File: config.mk
export PLATFORM = sky130hd
export DESIGN_NAME = rr_arbiter_fsm_flat
export DESIGN_NICKNAME = d
export VERILOG_FILES = /design/src/rtl/rr_arbiter_fsm_pkg.sv /design/src/rtl/rr_arbiter_fsm_if.sv /design/src/rtl/rr_arbiter_fsm_pick.sv /design/src/rtl/rr_arbiter_fsm.sv /design/src/flat_wrapper.sv
export SDC_FILE = /design/constraint.sdc
export NUM_CORES = 1
export LEC_CHECK = 0
export CELL_PAD_IN_SITES_DETAIL_PLACEMENT = 0
export CELL_PAD_IN_SITES_GLOBAL_PLACEMENT = 1
export CORE_MARGIN = 2
export CORE_UTILIZATION = 37
export CTS_CLUSTER_SIZE = 30
export DETAILED_ROUTE_END_ITERATION = 16
export PLACE_DENSITY_LB_ADDON = 0.1
export SYNTH_ARGS = -nofsm -noshare
export SYNTH_HDL_FRONTEND = slang
export SYNTH_SLANG_ARGS = --single-unit
File: constraint.sdc
create_clock -name clk -period 2.5 [get_ports clk]
set_input_delay 0.375 -clock clk [delete_from_list [all_inputs] [get_ports clk]]
set_output_delay 0.375 -clock clk [all_outputs]
set_load 0.005 [all_outputs]
File: src/rtl/rr_arbiter_fsm_pkg.sv
`default_nettype none
// ============================================================================
// Module   : rr_arb_pkg
// Purpose  : Shared definitions for the round-robin arbiter. Holds the FSM
//            state encodings, the default configuration constants and a
//            helper that sizes index fields.
// Ports    : none (package)
// Revision : 1.0 - initial release
// ============================================================================
package rr_arb_pkg;

  localparam int DEFAULT_N        = 4;
  localparam int DEFAULT_MAX_HOLD = 8;

  typedef enum logic [1:0] {
    S_IDLE    = 2'b00,
    S_GRANT   = 2'b01,
    S_RECOVER = 2'b10
  } state_t;

  // Width of an index into a set of n items. Never returns zero, so a
  // degenerate n still produces a legal vector.
  function automatic int idx_w(input int n);
    return (n > 1) ? $clog2(n) : 1;
  endfunction

endpackage
`default_nettype wire

File: src/rtl/rr_arbiter_fsm_if.sv
`default_nettype none
// ============================================================================
// Module   : rr_arbiter_fsm_if
// Purpose  : Bundles the requester-facing signals of the round-robin arbiter.
// Ports    : req     - one level-held request line per requester
//            grant   - registered one-hot (or zero) grant
//            owner   - index of the current or last granted requester
//            busy    - high while the arbiter is in GRANT
//            state   - current FSM state, for observation
//            timeout - one-cycle pulse on a forced release
// Modports : master - requester side (drives req)
//            slave  - arbiter side (drives everything else)
// Revision : 1.0 - initial release
// ============================================================================
interface rr_arbiter_fsm_if
  import rr_arb_pkg::*;
#(
  parameter int N = DEFAULT_N
);

  localparam int OW = idx_w(N);

  logic [N-1:0]  req;
  logic [N-1:0]  grant;
  logic [OW-1:0] owner;
  logic          busy;
  logic [1:0]    state;
  logic          timeout;

  modport master (
    output req,
    input  grant, owner, busy, state, timeout
  );

  modport slave (
    input  req,
    output grant, owner, busy, state, timeout
  );

endinterface
`default_nettype wire

File: src/rtl/rr_arbiter_fsm_pick.sv
`default_nettype none
// ============================================================================
// Module   : rr_pick
// Purpose  : Combinational round-robin selector. Finds the first asserted
//            request searching ptr, ptr+1, ... modulo N.
// Ports    : req    - request vector
//            ptr    - index where the search starts
//            winner - index of the selected requester (0 when none)
//            valid  - high when at least one request is asserted
// Revision : 1.0 - initial release
// ============================================================================
module rr_pick
  import rr_arb_pkg::*;
#(
  parameter  int N  = DEFAULT_N,
  localparam int OW = idx_w(N)
) (
  input  logic [N-1:0]  req,
  input  logic [OW-1:0] ptr,
  output logic [OW-1:0] winner,
  output logic          valid
);

  // cand[k] is the requester index visited k steps after ptr.
  logic [OW-1:0] cand [N];

  for (genvar g = 0; g < N; g++) begin : g_cand
    assign cand[g] = OW'((int'(ptr) + g) % N);
  end

  // Walk from the farthest candidate to the nearest so that the nearest
  // asserted request is the last one written and therefore wins.
  always_comb begin
    winner = '0;
    valid  = 1'b0;
    for (int k = N - 1; k >= 0; k--) begin
      if (req[cand[k]]) begin
        winner = cand[k];
        valid  = 1'b1;
      end
    end
  end

endmodule
`default_nettype wire

File: src/rtl/rr_arbiter_fsm.sv
`default_nettype none
// ============================================================================
// Module   : rr_arbiter_fsm
// Purpose  : Round-robin arbiter with a three-state FSM (IDLE, GRANT,
//            RECOVER). A winner is chosen in IDLE, holds the grant while its
//            request stays high, and the arbiter spends one RECOVER cycle
//            with no grant before arbitrating again.
// Ports    : clk - clock, all state changes on its rising edge
//            rst - asynchronous active-high reset
//            arb - rr_arbiter_fsm_if.slave (req in; grant, owner, busy,
//                  state, timeout out)
// Macro    : RR_ARBITER_TIMEOUT_EN - when defined, a tenure is forcibly
//            ended after MAX_HOLD grant cycles and timeout pulses once.
//            When undefined, tenure is unbounded and timeout stays 0.
// Revision : 1.0 - initial release
// ============================================================================
module rr_arbiter_fsm
  import rr_arb_pkg::*;
#(
  parameter int N        = DEFAULT_N,
  parameter int MAX_HOLD = DEFAULT_MAX_HOLD
) (
  input  logic             clk,
  input  logic             rst,
  rr_arbiter_fsm_if.slave  arb
);

  localparam int OW = idx_w(N);
  localparam logic [OW-1:0] LAST_IDX = OW'(N - 1);

  state_t        state_q, state_d;
  logic [N-1:0]  grant_q, grant_d;
  logic [OW-1:0] owner_q, owner_d;
  logic [OW-1:0] ptr_q, ptr_d;
  logic          timeout_q, timeout_d;

  logic [OW-1:0] pick_idx;
  logic          pick_valid;
  logic          hold_done;

  rr_pick #(
    .N (N)
  ) u_pick (
    .req    (arb.req),
    .ptr    (ptr_q),
    .winner (pick_idx),
    .valid  (pick_valid)
  );

`ifdef RR_ARBITER_TIMEOUT_EN
  localparam int CW = idx_w(MAX_HOLD);
  localparam logic [CW-1:0] HOLD_LAST = CW'(MAX_HOLD - 1);

  logic [CW-1:0] cnt_q, cnt_d;

  // The counter is zero in every non-GRANT state, so it is already clear on
  // the first GRANT cycle and counts that cycle as 0.
  always_comb begin
    cnt_d = '0;
    if (state_q == S_GRANT) begin
      cnt_d = hold_done ? cnt_q : cnt_q + 1'b1;
    end
  end

  always_ff @(posedge clk or posedge rst) begin
    if (rst) begin
      cnt_q <= '0;
    end else begin
      cnt_q <= cnt_d;
    end
  end

  assign hold_done = (cnt_q == HOLD_LAST);
`else
  assign hold_done = 1'b0;

  // MAX_HOLD only matters for the forced-release build.
  logic unused_max_hold;
  assign unused_max_hold = ^MAX_HOLD;
`endif

  // Next-state and output logic.
  always_comb begin
    state_d   = state_q;
    grant_d   = grant_q;
    owner_d   = owner_q;
    ptr_d     = ptr_q;
    timeout_d = 1'b0;

    case (state_q)
      S_IDLE: begin
        grant_d = '0;
        if (pick_valid) begin
          state_d           = S_GRANT;
          grant_d[pick_idx] = 1'b1;
          owner_d           = pick_idx;
          // Start the next search just past the winner so it goes last.
          ptr_d             = (pick_idx == LAST_IDX) ? '0 : pick_idx + 1'b1;
        end
      end

      S_GRANT: begin
        // Only the owner's request matters during a tenure.
        if (!arb.req[owner_q]) begin
          state_d = S_RECOVER;
          grant_d = '0;
        end else if (hold_done) begin
          state_d   = S_RECOVER;
          grant_d   = '0;
          timeout_d = 1'b1;
        end
      end

      S_RECOVER: begin
        state_d = S_IDLE;
        grant_d = '0;
      end

      default: begin
        // Unused encoding: fall back to IDLE with the grant cleared.
        state_d = S_IDLE;
        grant_d = '0;
      end
    endcase
  end

  always_ff @(posedge clk or posedge rst) begin
    if (rst) begin
      state_q   <= S_IDLE;
      grant_q   <= '0;
      owner_q   <= '0;
      ptr_q     <= '0;
      timeout_q <= 1'b0;
    end else begin
      state_q   <= state_d;
      grant_q   <= grant_d;
      owner_q   <= owner_d;
      ptr_q     <= ptr_d;
      timeout_q <= timeout_d;
    end
  end

  assign arb.grant   = grant_q;
  assign arb.owner   = owner_q;
  assign arb.state   = state_q;
  assign arb.busy    = (state_q == S_GRANT);
  assign arb.timeout = timeout_q;

endmodule
`default_nettype wire

File: src/flat_wrapper.sv
// flat-port wrapper written by rule: the top's interface ports become plain ports
module rr_arbiter_fsm_flat import rr_arb_pkg::*;
#(
  parameter int N        = DEFAULT_N,
  parameter int MAX_HOLD = DEFAULT_MAX_HOLD
)
  (clk, rst, arb_req, arb_grant, arb_owner, arb_busy, arb_state, arb_timeout);
  rr_arbiter_fsm_if #(.N(N)) arb_i ();
  input  logic clk;
  input  logic rst;
  input wire logic [$bits(arb_i.req)-1:0] arb_req;
  output wire logic [$bits(arb_i.grant)-1:0] arb_grant;
  output wire logic [$bits(arb_i.owner)-1:0] arb_owner;
  output wire logic [$bits(arb_i.busy)-1:0] arb_busy;
  output wire logic [$bits(arb_i.state)-1:0] arb_state;
  output wire logic [$bits(arb_i.timeout)-1:0] arb_timeout;
  assign arb_i.req = arb_req;
  assign arb_grant = arb_i.grant;
  assign arb_owner = arb_i.owner;
  assign arb_busy = arb_i.busy;
  assign arb_state = arb_i.state;
  assign arb_timeout = arb_i.timeout;
  rr_arbiter_fsm #(.N(N), .MAX_HOLD(MAX_HOLD)) u_core (.clk(clk), .rst(rst), .arb(arb_i));
endmodule
Fig. 1: run 1, clock wires, drivers and flops
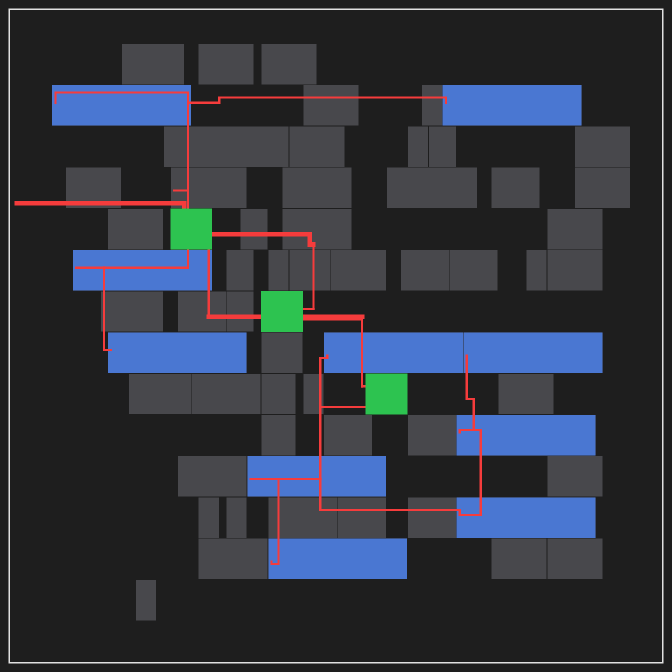
[flip-flops] blue | count: 10
[clock wires] red | length: 159 um
[clock-net drivers] green | count: 3
routed clock nets: 4

Fig. 2: run 1, pin map
Pins as bars across the die edge, other pins in gray.
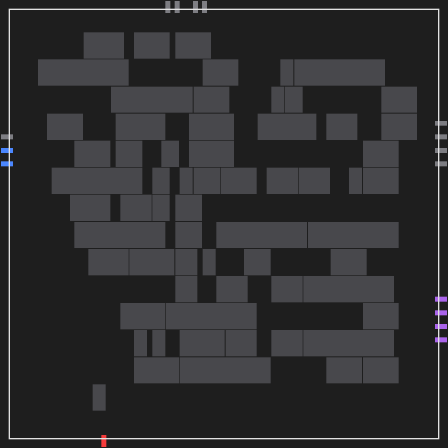
| port | color | pins | direction | edge |
|---|---|---|---|---|
| arb_owner | blue | 2 | output | west |
| arb_timeout | red | 1 | output | south |
| arb_grant | purple | 4 | output | east |
count of input and output buffers: 14
Die X: 43.01 um
die height: 43.01 um

Fig. 3: run 1, sizing map
The bar under the picture is 10 um long.
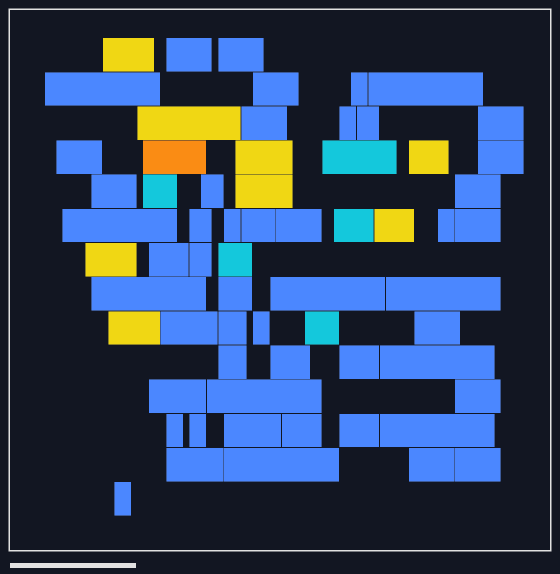
| size | color | cells |
|---|---|---|
| x2 | yellow | 8 |
| x1 and smaller | blue | 50 |
| x6 and larger | orange | 1 |
| x3 and x4 | cyan | 5 |

==> out/qor.txt, run 1 <==
simple share: 0.1556
comb area leader: simple AND/OR/NAND/NOR gates
clk latency late pin: 0.26 ns
Clock Power Share: 0.164
crit end category: flop
status: complete, no violations
Adder-Cell Fraction of Synth Area: 0.08889
max FFs per register: 4
DR WL/cell: 13.13 um
largest net degree at the start of global routing: 11
WL met3: 86 um
combinational share of power: 0.491
fin cells: 80
tap cell count: 16
first-pass GRT wire length: 1800 um
WP data required: 2.66 ns
net switching power figure: 0.0002969 W
crit start category: input pin
FF-to-FF End: u_core.ptr_q[1]
GRT Util Overall: 0.1352
pre-CTS setup slack: 0.3482 ns
fill cell count: 148
Yosys Instances: 47
layout clock buffer count: 4
1st-iter DRT viols: 4
type of the worst min-delay path: input pin to asynchronous set/reset pin
Period minus WS final: 1.890 ns
initial antenna violation count: 0
register share after synthesis: 0.4444
post-route setup TNS: 0 ns
Power Combinational: 0.000442 W
routed vias: 411
Setup crit end: u_core.ptr_q[1]
worst hold margin: 0.3888 ns
Register Area: 250.2 sq um
Sequential Power: 0.000311 W
Non-clk bufs: 14
fin area: 752.0 sq um
Synth Cell Area: 563.0 sq um
Synth warnings: 0
Setup-failing EPs final: 0
Placer Congestion: 0.7659
-- run 1: critical path: stages --
cell and delay [ns]:
clkdlybuf4s50_1 0.57, mux2i_1 0.11, a211oi_2 0.42, ha_1 0.31, mux2_2 0.25
-- run 1: cells in the mapped netlist --
cell type	instances	area share
a211oi_2	1	0.022
nor2_1	2	0.013
a22o_1	4	0.062
nand3b_1	1	0.013
dfrtp_1	10	0.44
ha_1	4	0.089
nand2_1	1	0.0067
nand2b_1	1	0.011
mux2_2	3	0.060
o22ai_1	1	0.011
a2bb2oi_1	1	0.016
buf_4	1	0.013
nor4_2	1	0.022
and2_4	1	0.016
inv_1	4	0.027
nor3b_1	1	0.013
a21oi_1	4	0.036
mux4_2	1	0.040
mux2i_1	1	0.018
nor3_4	1	0.029
conb_1	1	0.0067
and2b_2	2	0.031
Fig. 4: run 1, cells colored by class
The bar under the picture is 10 um long.
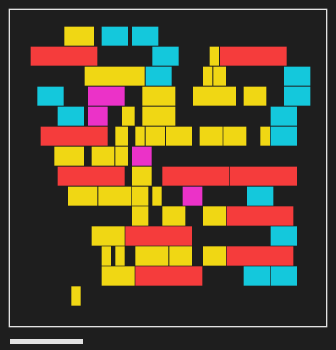

==> run 1 -> run 2 <==
CORE_UTILIZATION = 34   (was 37)
clock period = 1.95 ns   (was 2.5 ns; I/O delays follow)
Fig. 5: run 2, cells colored by class
The bar under the picture is 10 um long.
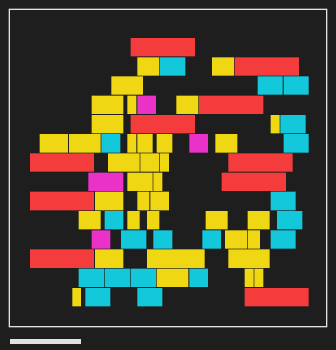
| class | color | cells |
|---|---|---|
| remaining buffers and delay cells | cyan | 19 |
| registers | red | 10 |
| remaining logic cells | yellow | 36 |
| clock drivers and dummy loads | magenta | 4 |

==> run 2 against run 1 <==
Effect of this change: first-iteration DRC count unchanged; synthesized area unchanged; routed wire length is 3.1% higher; register-to-register slack got worse by 0.45 ns; core utilization grew 0.70 points; via count is 2.7% higher; cell count is 6.3% higher; synthesized cell count unchanged; die area up 8.0%.
==> out/qor.txt, run 2 <==
max FFs per register: 4
status: complete, no violations
most frequent cell after synthesis: dfrtp_1
Clock Power Share: 0.161
Die X: 44.70 um
Sequential Power: 0.000397 W
net switching power figure: 0.0003933 W
Cell area leaders: dfrtp_1 44%, ha_1 8.9%, a22o_1 6.2%
Yosys Instances: 47
simple share: 0.1556
post-route setup TNS: 0 ns
type of the worst min-delay path: input pin to asynchronous set/reset pin
comb area leader: simple AND/OR/NAND/NOR gates
Crit-path slowest cell: clkdlybuf4s50_1
CP max stage delay: 0.49 ns
fin area: 789.5 sq um
fin cells: 85
Commonest flop: dfrtp_1
Setup crit end: arb_busy
first-pass GRT wire length: 1925 um
crit start category: flop
largest net degree at the start of global routing: 11
Register Area: 250.2 sq um
CP bufs+invs: 1
DR WL/cell: 12.74 um
Synth warnings: 0
Adder-Cell Fraction of Synth Area: 0.08889
register share after synthesis: 0.4444
Period minus WS final: 1.730 ns
number of enable flip-flop cells: 0
WP data required: 1.66 ns
==> run 2: final cells by class <==
class,instances,area share
timing repair buffer,19,0.2250
tap,16,0.02536
multi-input combinational,32,0.3677
sequential,10,0.3170
inverter,4,0.01902
clock buffer,4,0.04596
==> run 2: per-stage QoR <==
step / setup slack (ns) / util
final: 0.2196 / 0.5181
after global routing: 0.1465 / 0.5181
after CTS: 0.2073 / 0.5181
after detailed placement: 0.02059 / 0.4943
after global placement: 0.03692 / 0.4943
after floorplan: 0.4454 / -
==> run 2: per-layer routing <==
layer / global-route usage / part of all wire / vias to the layer above
li1: - / - / 211
met1: 0.1768 / 0.47 / 197
met2: 0.2029 / 0.46 / 11
met3: 0.04800 / 0.054 / 3
met4: 0.06061 / 0.018 / 0
met5: 0 / 0 / -
Power figures rest on the tool's default switching activity, not on a simulated workload.
